==> images/clock_map.png <==
Scale: 4 px per um.
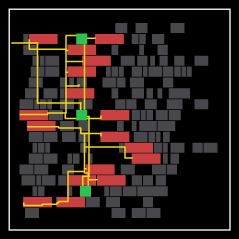
==> images/final_congestion.png <==
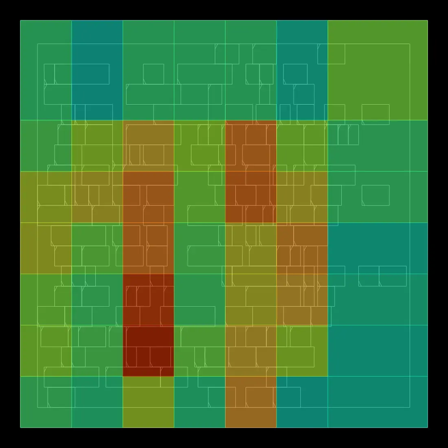
==> images/metal_stack.png <==
Scale: 6 px per um.
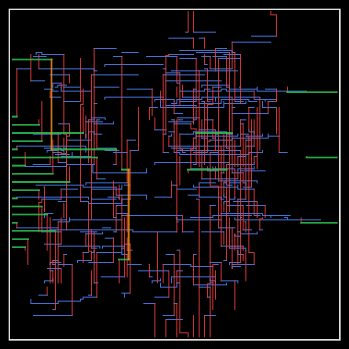
==> images/zoom.png <==
Region (31, 4) to (51, 24) um. Cells in grey, sequential cells in the stronger grey; small squares are vias.
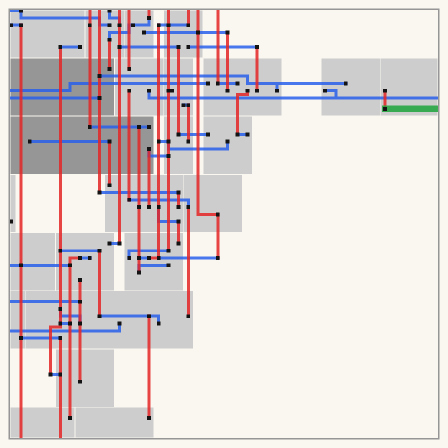
==> images/registers.png <==
Scale: 8 px per um. Other sequential cells in the stronger grey, the rest of the logic in the fainter grey.
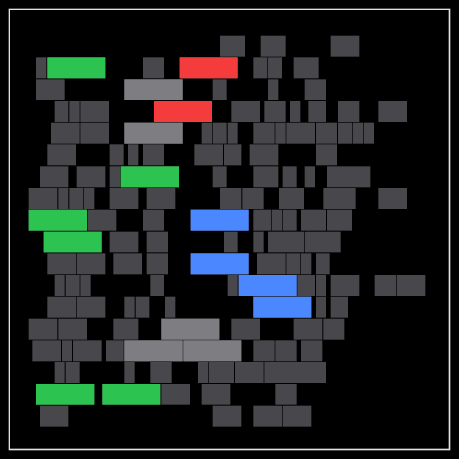
==> config.mk <==
export PLATFORM = sky130hd
export DESIGN_NAME = vc_wrr_scheduler_flat
export DESIGN_NICKNAME = d
export VERILOG_FILES = /design/src/rtl/vc_wrr_scheduler_if.sv /design/src/rtl/vc_wrr_scheduler.sv /design/src/flat_wrapper.sv
export SDC_FILE = /design/constraint.sdc
export NUM_CORES = 1
export LEC_CHECK = 0
export CORE_MARGIN = 2
export CORE_UTILIZATION = 35
export CTS_BUF_LIST = sky130_fd_sc_hd__clkbuf_4
export CTS_CLUSTER_DIAMETER = 120
export DETAILED_ROUTE_END_ITERATION = 12
export PLACE_DENSITY = 0.67
export SLEW_MARGIN = 20
export SYNTH_ARGS = -nofsm -noshare
export SYNTH_HDL_FRONTEND = slang
export SYNTH_SLANG_ARGS = --single-unit
==> constraint.sdc <==
create_clock -name clk -period 2 [get_ports clk]
set_input_delay 0.2 -clock clk [delete_from_list [all_inputs] [get_ports clk]]
set_output_delay 0.2 -clock clk [all_outputs]
set_load 0.02 [all_outputs]
==> src/rtl/vc_wrr_scheduler_if.sv <==
// vc_wrr_scheduler_if: VC FIFO read side and D FIFO write side of the WRR scheduler.
// master = scheduler view, slave = FIFO/environment view.
`default_nettype none

interface vc_wrr_scheduler_if #(
  parameter int DATA_W = 6
);
  logic              VC0_empty;
  logic              VC1_empty;
  logic [DATA_W-1:0] data_VC0;
  logic [DATA_W-1:0] data_VC1;
  logic              VC0_pop;
  logic              VC1_pop;
  logic              D0_full;
  logic              D0_almost_full;
  logic              D1_full;
  logic              D1_almost_full;
  logic              D0_push;
  logic              D1_push;
  logic [DATA_W-1:0] data_out;
  logic              active_vc;
  logic              overflow_err;

  modport master (
    input  VC0_empty, VC1_empty, data_VC0, data_VC1,
    input  D0_full, D0_almost_full, D1_full, D1_almost_full,
    output VC0_pop, VC1_pop, D0_push, D1_push, data_out, active_vc, overflow_err
  );

  modport slave (
    output VC0_empty, VC1_empty, data_VC0, data_VC1,
    output D0_full, D0_almost_full, D1_full, D1_almost_full,
    input  VC0_pop, VC1_pop, D0_push, D1_push, data_out, active_vc, overflow_err
  );
endinterface

`default_nettype wire

==> src/rtl/vc_wrr_scheduler.sv <==
// vc_wrr_scheduler: weighted round-robin pop of VC0/VC1, one-cycle read realignment,
// routing of each word to D0 or D1 by its DEST_BIT.
`default_nettype none

module vc_wrr_scheduler #(
  parameter int DATA_W   = 6,
  parameter int DEST_BIT = 4,
  parameter int W0       = 3,
  parameter int W1       = 1
) (
  input  logic                clk,
  input  logic                reset_L,
  vc_wrr_scheduler_if.master  bus
);

  typedef enum logic [1:0] {
    IDLE   = 2'd0,
    SERVE0 = 2'd1,
    SERVE1 = 2'd2
  } state_t;

  localparam logic [3:0] W0_C = 4'(W0);
  localparam logic [3:0] W1_C = 4'(W1);

  state_t            state;
  state_t            state_nxt;
  logic [3:0]        cnt;
  logic [3:0]        cnt_nxt;
  logic [3:0]        cnt_inc;
  logic [3:0]        w_sel;
  logic              pause;
  logic              owner;
  logic              sel_valid;
  logic              sel_vc;
  logic              pop_any;
  logic              pop_d0;
  logic              pop_d1;
  logic              d0_push;
  logic              d1_push;
  logic              err;
  logic [DATA_W-1:0] word;
  logic [DATA_W-1:0] data_out;

  assign pause = bus.D0_full | bus.D0_almost_full | bus.D1_full | bus.D1_almost_full;
  assign owner = (state == SERVE1);

  // Owner first; fall over to the other VC in the same cycle so an empty owner costs no bubble.
  always_comb begin
    sel_valid = 1'b0;
    sel_vc    = 1'b0;
    if (!owner) begin
      if (!bus.VC0_empty) begin
        sel_valid = 1'b1;
        sel_vc    = 1'b0;
      end else if (!bus.VC1_empty) begin
        sel_valid = 1'b1;
        sel_vc    = 1'b1;
      end
    end else begin
      if (!bus.VC1_empty) begin
        sel_valid = 1'b1;
        sel_vc    = 1'b1;
      end else if (!bus.VC0_empty) begin
        sel_valid = 1'b1;
        sel_vc    = 1'b0;
      end
    end
  end

  assign pop_any     = reset_L & ~pause & sel_valid;
  assign bus.VC0_pop = pop_any & ~sel_vc;
  assign bus.VC1_pop = pop_any & sel_vc;

  assign cnt_inc = cnt + 4'd1;
  assign w_sel   = sel_vc ? W1_C : W0_C;

  always_comb begin
    state_nxt = state;
    cnt_nxt   = cnt;
    if (pop_any) begin
      if (sel_vc == owner) begin
        if (cnt_inc == w_sel) begin
          state_nxt = sel_vc ? SERVE0 : SERVE1;
          cnt_nxt   = 4'd0;
        end else begin
          cnt_nxt = cnt_inc;
        end
      end else if (w_sel == 4'd1) begin
        // Borrowed turn already exhausted by this single pop.
        state_nxt = sel_vc ? SERVE0 : SERVE1;
        cnt_nxt   = 4'd0;
      end else begin
        state_nxt = sel_vc ? SERVE1 : SERVE0;
        cnt_nxt   = 4'd1;
      end
    end else if (!pause && bus.VC0_empty && bus.VC1_empty) begin
      state_nxt = IDLE;
      cnt_nxt   = 4'd0;
    end
  end

  assign word = pop_d1 ? bus.data_VC1 : bus.data_VC0;

  always_ff @(posedge clk) begin
    if (!reset_L) begin
      state    <= IDLE;
      cnt      <= 4'd0;
      pop_d0   <= 1'b0;
      pop_d1   <= 1'b0;
      d0_push  <= 1'b0;
      d1_push  <= 1'b0;
      data_out <= '0;
      err      <= 1'b0;
    end else begin
      state  <= state_nxt;
      cnt    <= cnt_nxt;
      pop_d0 <= bus.VC0_pop;
      pop_d1 <= bus.VC1_pop;
      if (pop_d0 | pop_d1) begin
        data_out <= word;
        d0_push  <= ~word[DEST_BIT];
        d1_push  <= word[DEST_BIT];
      end else begin
        d0_push <= 1'b0;
        d1_push <= 1'b0;
      end
      if ((d0_push & bus.D0_full) | (d1_push & bus.D1_full))
        err <= 1'b1;
    end
  end

  assign bus.D0_push      = d0_push;
  assign bus.D1_push      = d1_push;
  assign bus.data_out     = data_out;
  assign bus.active_vc    = owner;
  assign bus.overflow_err = err;

endmodule

`default_nettype wire
==> src/flat_wrapper.sv <==
// flat-port wrapper written by rule: the top's interface ports become plain ports
module vc_wrr_scheduler_flat 
#(
  parameter int DATA_W   = 6,
  parameter int DEST_BIT = 4,
  parameter int W0       = 3,
  parameter int W1       = 1
)
  (clk, reset_L, bus_VC0_empty, bus_VC1_empty, bus_data_VC0, bus_data_VC1, bus_D0_full, bus_D0_almost_full, bus_D1_full, bus_D1_almost_full, bus_VC0_pop, bus_VC1_pop, bus_D0_push, bus_D1_push, bus_data_out, bus_active_vc, bus_overflow_err);
  vc_wrr_scheduler_if #(.DATA_W(DATA_W)) bus_i ();
  input  logic clk;
  input  logic reset_L;
  input wire logic [$bits(bus_i.VC0_empty)-1:0] bus_VC0_empty;
  input wire logic [$bits(bus_i.VC1_empty)-1:0] bus_VC1_empty;
  input wire logic [$bits(bus_i.data_VC0)-1:0] bus_data_VC0;
  input wire logic [$bits(bus_i.data_VC1)-1:0] bus_data_VC1;
  input wire logic [$bits(bus_i.D0_full)-1:0] bus_D0_full;
  input wire logic [$bits(bus_i.D0_almost_full)-1:0] bus_D0_almost_full;
  input wire logic [$bits(bus_i.D1_full)-1:0] bus_D1_full;
  input wire logic [$bits(bus_i.D1_almost_full)-1:0] bus_D1_almost_full;
  output wire logic [$bits(bus_i.VC0_pop)-1:0] bus_VC0_pop;
  output wire logic [$bits(bus_i.VC1_pop)-1:0] bus_VC1_pop;
  output wire logic [$bits(bus_i.D0_push)-1:0] bus_D0_push;
  output wire logic [$bits(bus_i.D1_push)-1:0] bus_D1_push;
  output wire logic [$bits(bus_i.data_out)-1:0] bus_data_out;
  output wire logic [$bits(bus_i.active_vc)-1:0] bus_active_vc;
  output wire logic [$bits(bus_i.overflow_err)-1:0] bus_overflow_err;
  assign bus_i.VC0_empty = bus_VC0_empty;
  assign bus_i.VC1_empty = bus_VC1_empty;
  assign bus_i.data_VC0 = bus_data_VC0;
  assign bus_i.data_VC1 = bus_data_VC1;
  assign bus_i.D0_full = bus_D0_full;
  assign bus_i.D0_almost_full = bus_D0_almost_full;
  assign bus_i.D1_full = bus_D1_full;
  assign bus_i.D1_almost_full = bus_D1_almost_full;
  assign bus_VC0_pop = bus_i.VC0_pop;
  assign bus_VC1_pop = bus_i.VC1_pop;
  assign bus_D0_push = bus_i.D0_push;
  assign bus_D1_push = bus_i.D1_push;
  assign bus_data_out = bus_i.data_out;
  assign bus_active_vc = bus_i.active_vc;
  assign bus_overflow_err = bus_i.overflow_err;
  vc_wrr_scheduler #(.DATA_W(DATA_W), .DEST_BIT(DEST_BIT), .W0(W0), .W1(W1)) u_core (.clk(clk), .reset_L(reset_L), .bus(bus_i));
endmodule
==> reports/qor.csv <==
metric,value,unit
"Period Utilization, post-route",90.93,%
Final Power,628.3,uW
nets@finish,165,
Crit path arrival time,1.62,ns
fraction of layout cells with a size suffix above 1,12.59,%
# placed instances,169,
Non-Filler Instances,173,
slowest cell delay on critical path,0.46,ns
total grt overflow,0,
Buffers on Ports,31,
initial DRC count,21,
# rows,18,
CTS clock-pin slew for the worst setup and hold paths,0.09,ns
DR WL/cell,12.71,um
worst endpoint required time,1.80,ns
outcome,"finished, final reports clean",
Post-Syn Nets,127,
clk sinks,17,
Fin Setup TNS,0,ns
clock tree from TritonCTS,built,
Detailed Place HPWL,1694,um
Tightest Pin Transition,0.4801,ns
final worst path period need,1.819,ns
clk buf depth,2,
VDD IR max,370.8,uV
Post-synth EDFFs,0,
r2r setup slk,0.37,ns
## Picture notes: clock_map.png
Key: green = cells driving clock nets [count 3]; yellow = clock wires [length 223 um]; red = flip-flops [count 17]
There are 4 routed clock nets.

## Picture notes: final_congestion.png
grt met2 use: 28.37%
layer with the highest usage: met2
gr usage total: 17.00%

## Picture notes: metal_stack.png
Key: green = met3 [wire length 134 um]; orange = met4 [wire length 29.9 um]; red = met2 [wire length 1080 um]; blue = met1 [wire length 959 um]

## Picture notes: zoom.png
Key: blue = met1; green = met3; red = met2
Netlist names of flops here include u_core.cnt (2). Most frequent: clkdlybuf4s50_1 (4), buf_4 (4). Sequential cells in the window: 2. 22 logic cells have their middle in the window.

## Picture notes: registers.png
Key: red = u_core.state [flops 2]; blue = u_core.cnt [flops 4, where centre]; green = u_core.bus.data_out [flops 6]
Another 5 sequential cells are not coloured.

-- layer usage --
metal / vias up / wire length (um) / global-route usage [%]
li1: 452 / - / -
met1: 403 / 958 / 20.47
met2: 28 / 1077 / 28.37
met3: 4 / 134 / 3.279
met4: 0 / 29 / 8.750
met5: - / 0 / 0
-- how the worst min path moves through the flow --
| stage | start | end | slack, ns | depth (start not counted) |
|---|---|---|---|---|
| after CTS | u_core.cnt[1] | u_core.cnt[1] | 0.49 | 2 |
| after detailed placement | u_core.bus.overflow_err | u_core.bus.overflow_err | 0.46 | 2 |
| final | u_core.cnt[1] | u_core.cnt[1] | 0.48 | 2 |
| after floorplan | reset_L | u_core.cnt[3] | 0.33 | 1 |
| after global routing | u_core.cnt[1] | u_core.cnt[1] | 0.50 | 2 |
| after global placement | u_core.bus.overflow_err | u_core.bus.overflow_err | 0.46 | 2 |
-- kinds of logic after synthesis --
family	after synthesis	synth area share [%]
fa+ha+maj	1	1.383
xor+xnor	2	1.937
mux	8	8.991
buf+inv	11	4.701
flops	17	37.62
compound gates	24	19.09
simple gates	43	26.28
-- flip-flops by register name, indices dropped and copies added, names as in the netlist --
register,cells
u_core.bus.data_out,6
u_core.pop_d0,1
u_core.bus.overflow_err,1
u_core.state,2
u_core.pop_d1,1
u_core.bus.D1_push,1
u_core.cnt,4
u_core.bus.D0_push,1
-- what timing repair did --
item                       CTS  global route
hold endpoints to repair     0             0
gates resized                2             0
setup endpoints to repair    2             0
setup buffers                0             0
hold buffers                 0             0
-- layout by cell type (no fill, tap or decap), types with 2 or more instances in the layout --
cell	instances
nand2_1	5
xnor2_1	2
clkbuf_4	4
nand3_1	2
nand3b_1	2
mux2i_1	7
dfxtp_1	17
dlygate4sd2_1	2
clkdlybuf4s50_1	29
a21oi_1	10
buf_4	7
nor2_1	17
inv_1	5
nor2b_1	2
nor3_1	5
o211ai_1	2
-- final cells by class --
type / count / area, um^2 / share of cell area, %
clock buffer: 4 / 30.03 / 2.288
inverter: 6 / 22.52 / 1.716
multi-input combinational: 78 / 521.8 / 39.75
sequential: 17 / 340.3 / 25.93
tap: 30 / 37.54 / 2.860
timing repair buffer: 38 / 360.3 / 27.45
-- report_power, final --
group          switching, mW  internal, mW  total, mW  leakage, nW
clock                  0.105        0.0912      0.197       0.0184
combinational         0.0358        0.0529     0.0887        0.337
sequential           0.00238         0.341      0.343        0.137
total                  0.144         0.485      0.628        0.492
-- worst register-to-register path, stage by stage (launching register included) --
cell	delay, ns
dfxtp_1	0.37
ha_1	0.27
xnor2_1	0.29
a311oi_1	0.16
nor3_2	0.26
mux2i_1	0.21
-- stage by stage --
stage / util [%] / setup slack, ns / cell area [um^2] / hold slack (ns)
2_1_floorplan: - / 0.5156 / 904.6 / 0.3312
3_3_place_gp: 52.34 / -0.1024 / 1285 / 0.4635
3_5_place_dp: 52.34 / -0.1257 / 1285 / 0.4637
4_1_cts: 53.47 / 0.1599 / 1313 / 0.4870
5_1_grt: 53.47 / 0.04356 / 1313 / 0.4995
6_report: 53.47 / 0.1814 / 1313 / 0.4817
No activity file was given, so power comes from the tool's default toggle rates.
